$ cat src/rtl/spi_controller.sv
// SPI mode-0 initiator: byte handshake in, CS held across multi-byte commands.
// Define SPI_CONTROLLER_LOOPBACK_EN to capture the internal copi instead of cipo.
module spi_controller #(
  parameter int CLKS_PER_HALF_BIT = 2,
  parameter int CS_INACTIVE_CLKS  = 4
) (
  input  logic       i_clk,
  input  logic       i_reset_n,
  input  logic       i_tx_dv,
  input  logic [7:0] i_tx_byte,
  input  logic       i_tx_last,
  output logic       o_tx_ready,
  output logic       o_rx_dv,
  output logic [7:0] o_rx_byte,
  output logic       o_spi_clk,
  output logic       o_spi_copi,
  input  logic       i_spi_cipo,
  output logic       o_spi_cs_n
);

  localparam int HW = (CLKS_PER_HALF_BIT > 1) ?
                      $clog2(CLKS_PER_HALF_BIT) : 1;
  localparam int GW = (CS_INACTIVE_CLKS > 1) ?
                      $clog2(CS_INACTIVE_CLKS) : 1;
  localparam logic [HW-1:0] HRLD = HW'(CLKS_PER_HALF_BIT - 1);
  localparam logic [GW-1:0] GRLD = GW'(CS_INACTIVE_CLKS - 1);

  typedef enum logic [2:0] {
    S_IDLE, S_SHIFT, S_HOLD, S_REL, S_GAP
  } state_t;

  state_t        state_q, state_d;
  logic [HW-1:0] hcnt_q, hcnt_d;
  logic [GW-1:0] gcnt_q, gcnt_d;
  logic [2:0]    bit_q, bit_d;
  logic [7:0]    tx_q, tx_d;
  logic [7:0]    rx_q, rx_d;
  logic          last_q, last_d;
  logic          sclk_q, sclk_d;
  logic          copi_q, copi_d;
  logic          csn_q, csn_d;
  logic          rdy_q, rdy_d;
  logic          rxdv_q, rxdv_d;
  logic [7:0]    rxb_q, rxb_d;
  logic          accept, hzero, rx_in;

`ifdef SPI_CONTROLLER_LOOPBACK_EN
  logic unused_cipo;
  assign unused_cipo = i_spi_cipo;
  assign rx_in = copi_q;
`else
  assign rx_in = i_spi_cipo;
`endif

  assign accept = i_tx_dv && rdy_q;
  assign hzero  = (hcnt_q == '0);

  always_ff @(posedge i_clk or negedge i_reset_n) begin
    if (!i_reset_n) state_q <= S_IDLE;
    else            state_q <= state_d;
  end

  always_comb begin
    state_d = state_q;
    unique case (state_q)
      S_IDLE:  if (accept) state_d = S_SHIFT;
      S_SHIFT: if (hzero && sclk_q && bit_q == 3'd7)
                 state_d = last_q ? S_REL : S_HOLD;
      S_HOLD:  if (accept) state_d = S_SHIFT;
      S_REL:   if (hzero) state_d = S_GAP;
      S_GAP:   if (gcnt_q == '0) state_d = S_IDLE;
      default: state_d = S_IDLE;
    endcase
  end

  always_comb begin
    hcnt_d = hcnt_q;
    gcnt_d = gcnt_q;
    bit_d  = bit_q;
    tx_d   = tx_q;
    rx_d   = rx_q;
    last_d = last_q;
    sclk_d = sclk_q;
    copi_d = copi_q;
    csn_d  = csn_q;
    rxdv_d = 1'b0;
    rxb_d  = rxb_q;
    if (accept) begin
      tx_d   = i_tx_byte;
      last_d = i_tx_last;
      copi_d = i_tx_byte[7];
      csn_d  = 1'b0;
      hcnt_d = HRLD;
      bit_d  = 3'd0;
      sclk_d = 1'b0;
    end else begin
      unique case (state_q)
        S_SHIFT: begin
          if (hzero) begin
            hcnt_d = HRLD;
            sclk_d = !sclk_q;
            if (!sclk_q) begin
              rx_d = {rx_q[6:0], rx_in};
            end else begin
              bit_d = bit_q + 3'd1;
              // 8th fall ends the byte; copi keeps bit0
              if (bit_q == 3'd7) begin
                rxdv_d = 1'b1;
                rxb_d  = rx_q;
              end else begin
                tx_d   = {tx_q[6:0], 1'b0};
                copi_d = tx_q[6];
              end
            end
          end else begin
            hcnt_d = hcnt_q - HW'(1);
          end
        end
        S_REL: begin
          if (hzero) begin
            csn_d  = 1'b1;
            gcnt_d = GRLD;
          end else begin
            hcnt_d = hcnt_q - HW'(1);
          end
        end
        S_GAP: if (gcnt_q != '0) gcnt_d = gcnt_q - GW'(1);
        default: ;
      endcase
    end
  end

  // HOLD raises ready one cycle after the byte-end strobe
  assign rdy_d = !accept &&
                 (state_d == S_IDLE || state_q == S_HOLD);

  always_ff @(posedge i_clk or negedge i_reset_n) begin
    if (!i_reset_n) begin
      hcnt_q <= '0;
      gcnt_q <= '0;
      bit_q  <= 3'd0;
      tx_q   <= 8'h00;
      rx_q   <= 8'h00;
      last_q <= 1'b0;
      sclk_q <= 1'b0;
      copi_q <= 1'b0;
      csn_q  <= 1'b1;
      rdy_q  <= 1'b1;
      rxdv_q <= 1'b0;
      rxb_q  <= 8'h00;
    end else begin
      hcnt_q <= hcnt_d;
      gcnt_q <= gcnt_d;
      bit_q  <= bit_d;
      tx_q   <= tx_d;
      rx_q   <= rx_d;
      last_q <= last_d;
      sclk_q <= sclk_d;
      copi_q <= copi_d;
      csn_q  <= csn_d;
      rdy_q  <= rdy_d;
      rxdv_q <= rxdv_d;
      rxb_q  <= rxb_d;
    end
  end

  assign o_tx_ready = rdy_q;
  assign o_rx_dv    = rxdv_q;
  assign o_rx_byte  = rxb_q;
  assign o_spi_clk  = sclk_q;
  assign o_spi_copi = copi_q;
  assign o_spi_cs_n = csn_q;

endmodule

$ cat config.mk
export PLATFORM = sky130hd
export DESIGN_NAME = spi_controller
export DESIGN_NICKNAME = d
export VERILOG_FILES = /design/src/rtl/spi_controller.sv
export SDC_FILE = /design/constraint.sdc
export NUM_CORES = 1
export LEC_CHECK = 0
export CELL_PAD_IN_SITES_DETAIL_PLACEMENT = 0
export CELL_PAD_IN_SITES_GLOBAL_PLACEMENT = 1
export CORE_MARGIN = 5
export CORE_UTILIZATION = 30
export CTS_BUF_LIST = sky130_fd_sc_hd__clkbuf_2
export DETAILED_ROUTE_END_ITERATION = 7
export HOLD_SLACK_MARGIN = 0.12
export PLACE_DENSITY_LB_ADDON = 0.08
export SYNTH_ARGS = -nofsm -noshare
export SYNTH_HDL_FRONTEND = slang
export SYNTH_SLANG_ARGS = --single-unit
$ cat constraint.sdc
create_clock -name i_clk -period 2.2 [get_ports i_clk]
set_input_delay 0.22 -clock i_clk [delete_from_list [all_inputs] [get_ports i_clk]]
set_output_delay 0.22 -clock i_clk [all_outputs]
set_load 0.01 [all_outputs]
==> results.txt <==
run results: routed vias/inst=between 4 and 5, Min Clock Period, post-route=between 1.5 and 2 ns, simple share=11.9%, number of remaining DRC errors=0, Final Hold Violating Endpoints=0, Iter 0 DRT Violations=39, Worst Path Class, Setup=flop to flop, final global-route overflow total=0, slew at the pin closest to its max-slew limit=roughly 0.86 ns, hpwl dp=between 2000 and 2500 µm, status=finished, final reports clean, Yosys Instances=roughly 140, skew final=0.0211 ns, Multi-In Gates=between 80 and 90, post-synthesis adder-cell area fraction=between 2 and 2.5%, CLK BUF=5, vias post-DR=1106, Final nets=around 180, routed wl met3=125 µm, Max Used Layer=met4, Layout area overhead=24.9%, Post-synth top cells=dfrtp_1 (36), nand2_1 (17), mux2_2 (16), Pre-Repair DR Iteration Count=4, leakage=between 0.9 and 1 nW, Log Warnings=26, critical path capture point=o_tx_ready, Compound Share, Synth=under 10%, post-synthesis cell type count=33, largest net degree at the start of global routing=39, Initial Util=30.5%, Setup crit start=bit_q[0], max-slew violations=0, Worst Path Max Fanout=3, Comb area share=31.0%, clock root buffer=clkbuf_2, ys async rst share=100%, Core ar.=about 5400 µm², Die Y-Extent=around 84 µm, flop count=38, CTS clk-pin slew, worst paths=roughly 0.21 ns, Non-clock inverters=7, Routed Antenna Nets=0, Tightest Hold Check Type=input port to flop, setup TNS=0 ns, Num CTS Buffers=5
## sequential cells by signal, summed over array words and instances, names as in the netlist, 2 cells and up
name	flops
bit_q	3
gcnt_q	2
o_rx_byte	8
rx_q	8
state_q	3
tx_q	7
## worst min-delay path by stage
stage | from | to | slack [ns] | cells past startpoint
floorplan | i_reset_n | bit_q[0] | -0.08 | 0
global placement | i_reset_n | o_spi_copi | 0.38 | 1
detailed placement | i_reset_n | tx_q[6] | 0.39 | 1
CTS | i_tx_last | last_q | 0.32 | 3
global route | i_tx_last | last_q | 0.32 | 3
finish | i_tx_last | last_q | 0.36 | 3
## worst max-delay path, cell delays in order (launching register included)
cell,delay (ns)
dfrtp_1,0.41
ha_1,0.15
ha_1,0.19
nand2_1,0.08
or4b_2,0.61
a31oi_1,0.23
o32ai_1,0.11
## layer usage
layer / global-route usage (%) / vias to the layer above
li1: - / 535
met3: 4.05 / 4
met5: 0 / -
met4: 3.80 / 0
met1: 12.8 / 547
met2: 15.0 / 20
## power by group
| group | switching (mW) | total, mW | internal (mW) | leakage (nW) |
|---|---|---|---|---|
| Sequential | 0.194 | 1.17 | 0.972 | 0.486 |
| Combinational | 0.374 | 0.848 | 0.474 | 0.392 |
| Clock | 0.235 | 0.424 | 0.189 | 0.0427 |
## per-stage QoR
stage	hold WS, ns	total power, mW	setup slack [ns]	area, µm²	instances
2_1_floorplan	-0.0756	1.72	0.490	1650	135
3_3_place_gp	0.377	2.03	0.377	1980	230
3_5_place_dp	0.389	2.06	0.373	1980	230
4_1_cts	0.325	2.49	0.347	2060	239
5_1_grt	0.315	2.66	0.221	2060	239
6_report	0.356	2.44	0.342	2060	239
## repair_timing
item,CTS,global route
setup buffers,0,0
hold buffers,1,0
hold endpoints to repair,36,0
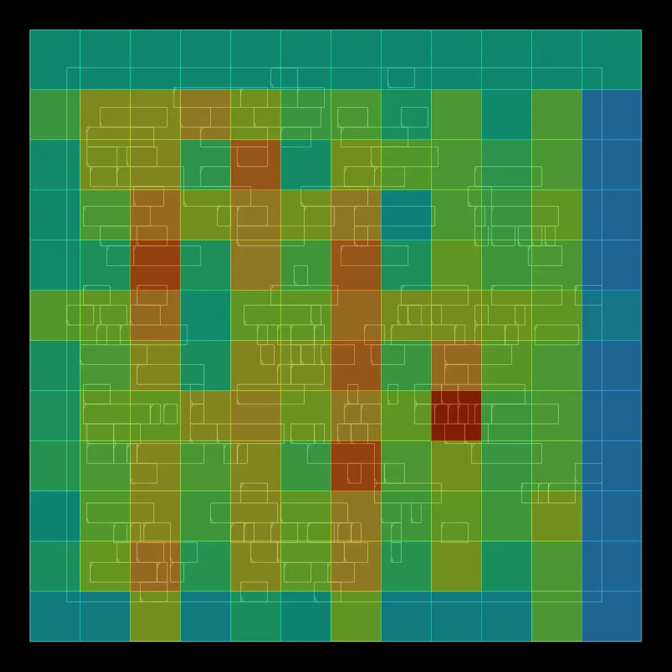
congestion.png
Routed wire per std cell: 13.1 µm
met2 Track Usage GR: 15.0%
GR peak layer: met2
met1 track demand over resource: 12.8%
GRT Total Usage: 9.99%

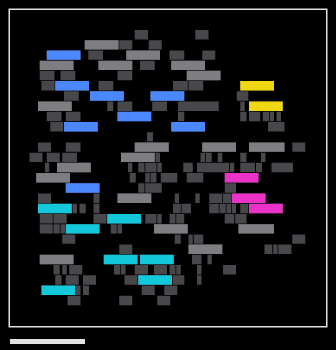
flops_by_reg.png
Bar = 20 µm. Other sequential cells in the stronger grey, the rest of the logic in the fainter grey.
- blue: rx_q (flops 8)
- yellow: gcnt_q (flops 2)
- cyan: tx_q (flops 7)
- magenta: state_q (flops 3)
- not coloured: 18

Power and IR drop assume default switching activity.
